**src/rtl/bus_arbiter.sv**
```systemverilog
// bus_arbiter: two-master arbiter/sequencer sharing one data_bus between
// instruction fetch (IF, read-only) and load/store (LS).
// The winning request is latched and driven on bus_* for WAIT_CYCLES cycles.
// bus_read/bus_exception are then sampled and returned to the winner with a
// one-cycle ack. All outputs are registered.
//
// Ports:
//   clk, rst                      clock, synchronous active-high reset
//   if_req/if_addr                fetch request (word read), held until if_ack
//   if_ack/if_rdata/if_exc        fetch response, valid while if_ack=1
//   ls_req/ls_rw/ls_len/ls_addr/ls_wdata   load/store request, held until ls_ack
//   ls_ack/ls_rdata/ls_exc        load/store response, valid while ls_ack=1
//   bus_rw/bus_len/bus_addr/bus_write      registered request towards data_bus
//   bus_read/bus_exception        response from data_bus
//   busy                          high while a transaction is in ACCESS or RESP
module bus_arbiter #(
   parameter int unsigned WAIT_CYCLES  = 1,
   parameter int unsigned STARVE_LIMIT = 4
) (
   input  logic        clk,
   input  logic        rst,
   input  logic        if_req,
   input  logic [31:0] if_addr,
   output logic        if_ack,
   output logic [31:0] if_rdata,
   output logic        if_exc,
   input  logic        ls_req,
   input  logic        ls_rw,
   input  logic [1:0]  ls_len,
   input  logic [31:0] ls_addr,
   input  logic [31:0] ls_wdata,
   output logic        ls_ack,
   output logic [31:0] ls_rdata,
   output logic        ls_exc,
   output logic        bus_rw,
   output logic [1:0]  bus_len,
   output logic [31:0] bus_addr,
   output logic [31:0] bus_write,
   input  logic [31:0] bus_read,
   input  logic        bus_exception,
   output logic        busy
);

   localparam int unsigned WAIT_W   = (WAIT_CYCLES > 1) ? $clog2(WAIT_CYCLES) : 1;
   localparam int unsigned STARVE_W = $clog2(STARVE_LIMIT + 1);
   localparam logic [WAIT_W-1:0]   WAIT_LOAD  = WAIT_W'(WAIT_CYCLES - 1);
   localparam logic [STARVE_W-1:0] STARVE_MAX = STARVE_W'(STARVE_LIMIT);
   localparam logic [1:0]          IF_LEN     = 2'b10;

   typedef enum logic [1:0] {
      IDLE   = 2'd0,
      ACCESS = 2'd1,
      RESP   = 2'd2
   } state_t;

   state_t              state;
   logic [WAIT_W-1:0]   wait_cnt;
   logic [STARVE_W-1:0] starve_cnt;
   logic                grant_if;
   logic                grant_if_c;

   // IF wins when alone, or when LS has starved it for STARVE_LIMIT grants
   assign grant_if_c = if_req && (!ls_req || (starve_cnt == STARVE_MAX));

   // Arbitration, bus sequencing and response capture
   always_ff @(posedge clk) begin
      if (rst) begin
         state      <= IDLE;
         wait_cnt   <= '0;
         starve_cnt <= '0;
         grant_if   <= 1'b0;
         if_ack     <= 1'b0;
         if_rdata   <= '0;
         if_exc     <= 1'b0;
         ls_ack     <= 1'b0;
         ls_rdata   <= '0;
         ls_exc     <= 1'b0;
         bus_rw     <= 1'b0;
         bus_len    <= '0;
         bus_addr   <= '0;
         bus_write  <= '0;
         busy       <= 1'b0;
      end else begin
         // acks are single-cycle pulses
         if_ack <= 1'b0;
         ls_ack <= 1'b0;
         case (state)
            IDLE: begin
               if (if_req || ls_req) begin
                  state    <= ACCESS;
                  busy     <= 1'b1;
                  wait_cnt <= WAIT_LOAD;
                  grant_if <= grant_if_c;
                  if (grant_if_c) begin
                     bus_rw     <= 1'b0;
                     bus_len    <= IF_LEN;
                     bus_addr   <= if_addr;
                     bus_write  <= '0;
                     starve_cnt <= '0;
                  end else begin
                     bus_rw    <= ls_rw;
                     bus_len   <= ls_len;
                     bus_addr  <= ls_addr;
                     bus_write <= ls_rw ? ls_wdata : '0;
                     // count only LS grants that made a pending fetch wait
                     if (if_req) begin
                        if (starve_cnt != STARVE_MAX) begin
                           starve_cnt <= starve_cnt + STARVE_W'(1);
                        end
                     end else begin
                        starve_cnt <= '0;
                     end
                  end
               end
            end
            ACCESS: begin
               if (wait_cnt != '0) begin
                  wait_cnt <= wait_cnt - WAIT_W'(1);
               end else begin
                  if (grant_if) begin
                     if_rdata <= bus_read;
                     if_exc   <= bus_exception;
                     if_ack   <= 1'b1;
                  end else begin
                     ls_rdata <= bus_read;
                     ls_exc   <= bus_exception;
                     ls_ack   <= 1'b1;
                  end
                  bus_rw    <= 1'b0;
                  bus_len   <= '0;
                  bus_addr  <= '0;
                  bus_write <= '0;
                  state     <= RESP;
               end
            end
            RESP: begin
               state <= IDLE;
               busy  <= 1'b0;
            end
            default: begin
               state <= IDLE;
               busy  <= 1'b0;
            end
         endcase
      end
   end

endmodule

```
**config.mk**
```make
export PLATFORM = sky130hd
export DESIGN_NAME = bus_arbiter
export DESIGN_NICKNAME = d
export VERILOG_FILES = /design/src/rtl/bus_arbiter.sv
export SDC_FILE = /design/constraint.sdc
export NUM_CORES = 1
export LEC_CHECK = 0
export ABC_AREA = 1
export CELL_PAD_IN_SITES_DETAIL_PLACEMENT = 2
export CELL_PAD_IN_SITES_GLOBAL_PLACEMENT = 2
export CORE_ASPECT_RATIO = 0.9
export CORE_UTILIZATION = 19
export CTS_CLUSTER_DIAMETER = 100
export CTS_CLUSTER_SIZE = 25
export DETAILED_ROUTE_END_ITERATION = 10
export PLACE_DENSITY_LB_ADDON = 0.1
export SKIP_CTS_REPAIR_TIMING = 1
export SYNTH_ARGS = -nofsm -noshare
export SYNTH_HDL_FRONTEND = slang
export SYNTH_SLANG_ARGS = --single-unit
```
**constraint.sdc**
```tcl
create_clock -name clk -period 1.3 [get_ports clk]
set_input_delay 0.13 -clock clk [delete_from_list [all_inputs] [get_ports clk]]
set_output_delay 0.13 -clock clk [all_outputs]
set_load 0.05 [all_outputs]
```
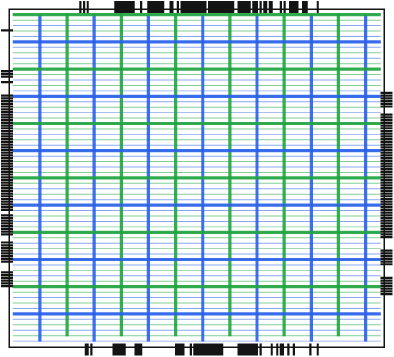
run_1/power_grid.png
Drawn at 2 px/um. Pins as bars on the die edge.
legend:
  VDD:
    color: green
  VSS:
    color: blue
met5 straps: 12
met4 straps: 13
met1 rails: 61
maximum VDD drop: 0.8721 mV
die width: 186.8 um
Core Area: 30030 um^2
die height: 168.3 um

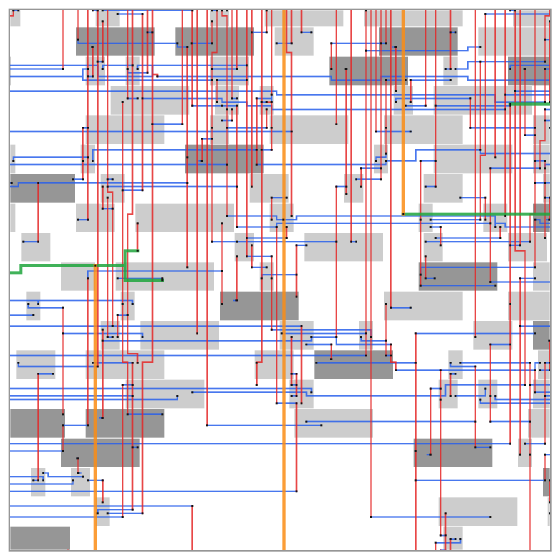
run_1/detail.png
Window x 68 to 118, y 93 to 143 um. Cells in gray, sequential cells in the stronger gray; small squares are vias.
legend:
  metal 1:
    color: blue
  metal 2:
    color: red
  metal 4:
    color: orange
  metal 3:
    color: green
most frequent: nand2_1 (15), dfxtp_1 (15), a21oi_1 (13)
cells with their middle in the window: 82
netlist names of flops here include: `bus_write` (10), `bus_len` (2)
sequential cells in the window: 15

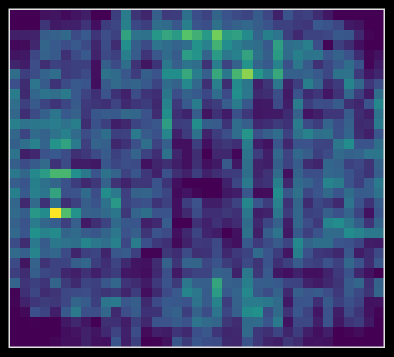
run_1/metal_density.png
Drawn at 2 px/um. The die is cut into 37 by 34 equal tiles; dark purple is low, yellow is high, scaled to the fullest tile. Values are wire area over tile area, all layers added.
fullest tile: 0.61
nearly empty tiles: 5.5%
mean over tiles: 0.14
tiles over half the peak: 3.3%

==> flow_metrics.env <==
# source this file to load flow results
export IMPL_fin_ws_ns=-0.1196
export IMPL_syn_area_um2=5837
export IMPL_setup_viol=68
export IMPL_maxSlewViolCount=0
export IMPL_ys_warn_count=0
export IMPL_ys_cells=781
export IMPL_max_cap_violations=0
export IMPL_slew_headroom=0.7246
export IMPL_failed_checks="setup timing"
export IMPL_grt_ovfl_total=0
export IMPL_chipArea_um2=31430
export IMPL_placedInstanceArea_um2=10510
export IMPL_crit_start="starve_cnt[0]$_SDFFE_PP0P_"
export IMPL_ys_top_cells_by_area="dfxtp_1 49%, a21oi_1 10%, nand2_1 8.4%, nand3_1 7.2%, inv_1 5.6%"
export IMPL_pre_cts_slack_ns=-0.3155
export IMPL_synth_cells=781
export IMPL_wl_per_cell_um=19.10
export IMPL_place_gp_congestion=0.7168
export IMPL_nFillCells=3169
export IMPL_synth_most_common_cell="dfxtp_1"
export IMPL_ys_types=21
export IMPL_warnings=29
export IMPL_first_pass_iters=4
export IMPL_via_per_inst=4.383
export IMPL_edf_count=0
export IMPL_drive_gt1_frac=0.3394
export IMPL_finalCriticalPeriod_ns=1.420
export IMPL_crit_required_ns=1.66
export IMPL_status="finished, violations left"
export IMPL_powerDensity_nw_per_um2=1175
export IMPL_final_area_um2=12390
export IMPL_endpoint_kind="flop"
export IMPL_num_nets_final=1218
export IMPL_boundaryPins=272
export IMPL_r2r_start="starve_cnt[0]$_SDFFE_PP0P_"
export IMPL_synthToLayoutAreaGrowth_pct=112.2
export IMPL_max_slew_worst_pin_slew_ns=0.4124
export IMPL_fmax_mhz=704.4
export IMPL_path_clk_slew_ns=0.07
export IMPL_grtUsageTotal=0.1598
export IMPL_antenna_found_initial=2
export IMPL_ys_seq_frac=0.4870
export IMPL_final_antenna_net_count=0
export IMPL_total_power_w=0.01455
export IMPL_ys_flop_type="dfxtp_1"
export IMPL_routed_wirelength_um=28600
export IMPL_skew_ns=0.01457
export IMPL_hold_violations=0
export IMPL_grt_setup_unrepaired="true"
export IMPL_min_from="rst"
export IMPL_clk_latency_ns=0.43
[run 1: worst max-delay path, stage by stage (launching register included)]
cell       delay [ns]
dfxtp_2          0.33
inv_2            0.05
ha_4             0.15
nand2_4          0.07
nand2_8          0.11
nand2_8          0.19
clkbuf_16        0.17
nand4_1          0.11
a21oi_1          0.16
[run 1: cells by family (layout without fill, tap and decap cells)]
kind of cell               after synthesis  count (layout)  synth area share
AOI/OAI and AO/OA                      156             156            0.1338
adders and majority gates                2               2          0.004287
buffers and inverters                  155             464            0.1175
DFF                                    142             142            0.4870
other                                    0               1                 0
and+or+nand+nor                        326             329            0.2574
[run 1: power breakdown]
group / switching, W / internal [W] / total (W)
Sequential: 0.000293 / 0.00462 / 0.00492
Clock: 0.00212 / 0.00306 / 0.00518
Combinational: 0.00230 / 0.00216 / 0.00446
Total: 0.00471 / 0.00984 / 0.0146
[run 1: routing by layer]
metal / global-route usage / vias to the layer above / part of all wire
li1: - / 3172 / -
met1: 0.1884 / 3207 / 0.43
met2: 0.2747 / 161 / 0.51
met3: 0.05441 / 19 / 0.056
met4: 0.04526 / 2 / 0.010
met5: 0 / - / 0.00035
[run 1: layout make-up]
type | count | area share
diodes | 1 | 0.0002020
clock buffers | 18 | 0.03464
clock inverters | 14 | 0.01444
inverters | 91 | 0.02818
multi-input cells | 487 | 0.2363
flip-flops and latches | 142 | 0.2302
well taps | 403 | 0.04070
repair buffers | 341 | 0.4153
[run 1: worst paths after layout]
check | end | slack (ns) | depth (start not counted)
setup / recovery | bus_write[22]$_SDFFE_PP0P_ | -0.12 | 8
hold / removal | bus_write[0]$_SDFFE_PP0P_ | 0.20 | 3
setup reg to reg | bus_write[22]$_SDFFE_PP0P_ | -0.12 | 8
hold reg to reg | ls_rdata[3]$_SDFFE_PP0P_ | 0.48 | 2
[run 1: sequential cells by signal, indices dropped and copies added (netlist names)]
signal	cells
bus_len	2
if_exc	1
starve_cnt	3
bus_rw	1
bus_write	32
grant_if	1
if_rdata	32
state	2
ls_exc	1
ls_ack	1
busy	1
bus_addr	32
ls_rdata	32
if_ack	1
[run 1: through the flow]
| step | utilization | hold slack, ns | cells |
|---|---|---|---|
| 2_1_floorplan | - | 0.2727 | 781 |
| 3_3_place_gp | 0.3501 | 0.4690 | 1431 |
| 3_5_place_dp | 0.3501 | 0.4740 | 1431 |
| 4_1_cts | 0.3703 | 0.1741 | 1463 |
| 5_1_grt | 0.4125 | 0.2081 | 1497 |
| 6_report | 0.4125 | 0.1982 | 1497 |
[run 1: cell usage in the layout (no fill, tap or decap), types with 8 or more instances in the layout]
cell / count
nor2_2: 8
dfxtp_1: 137
nand2_2: 8
a21oi_2: 28
nand3_2: 16
clkdlybuf4s50_1: 133
nand2_4: 15
buf_4: 29
clkbuf_16: 34
nand2_1: 109
inv_1: 83
buf_12: 150
nand3_1: 67
a21oi_1: 94
o21ai_2: 27
nand4_1: 48
nor2_1: 46
Power figures rest on the tool's default switching activity, not on a simulated workload.
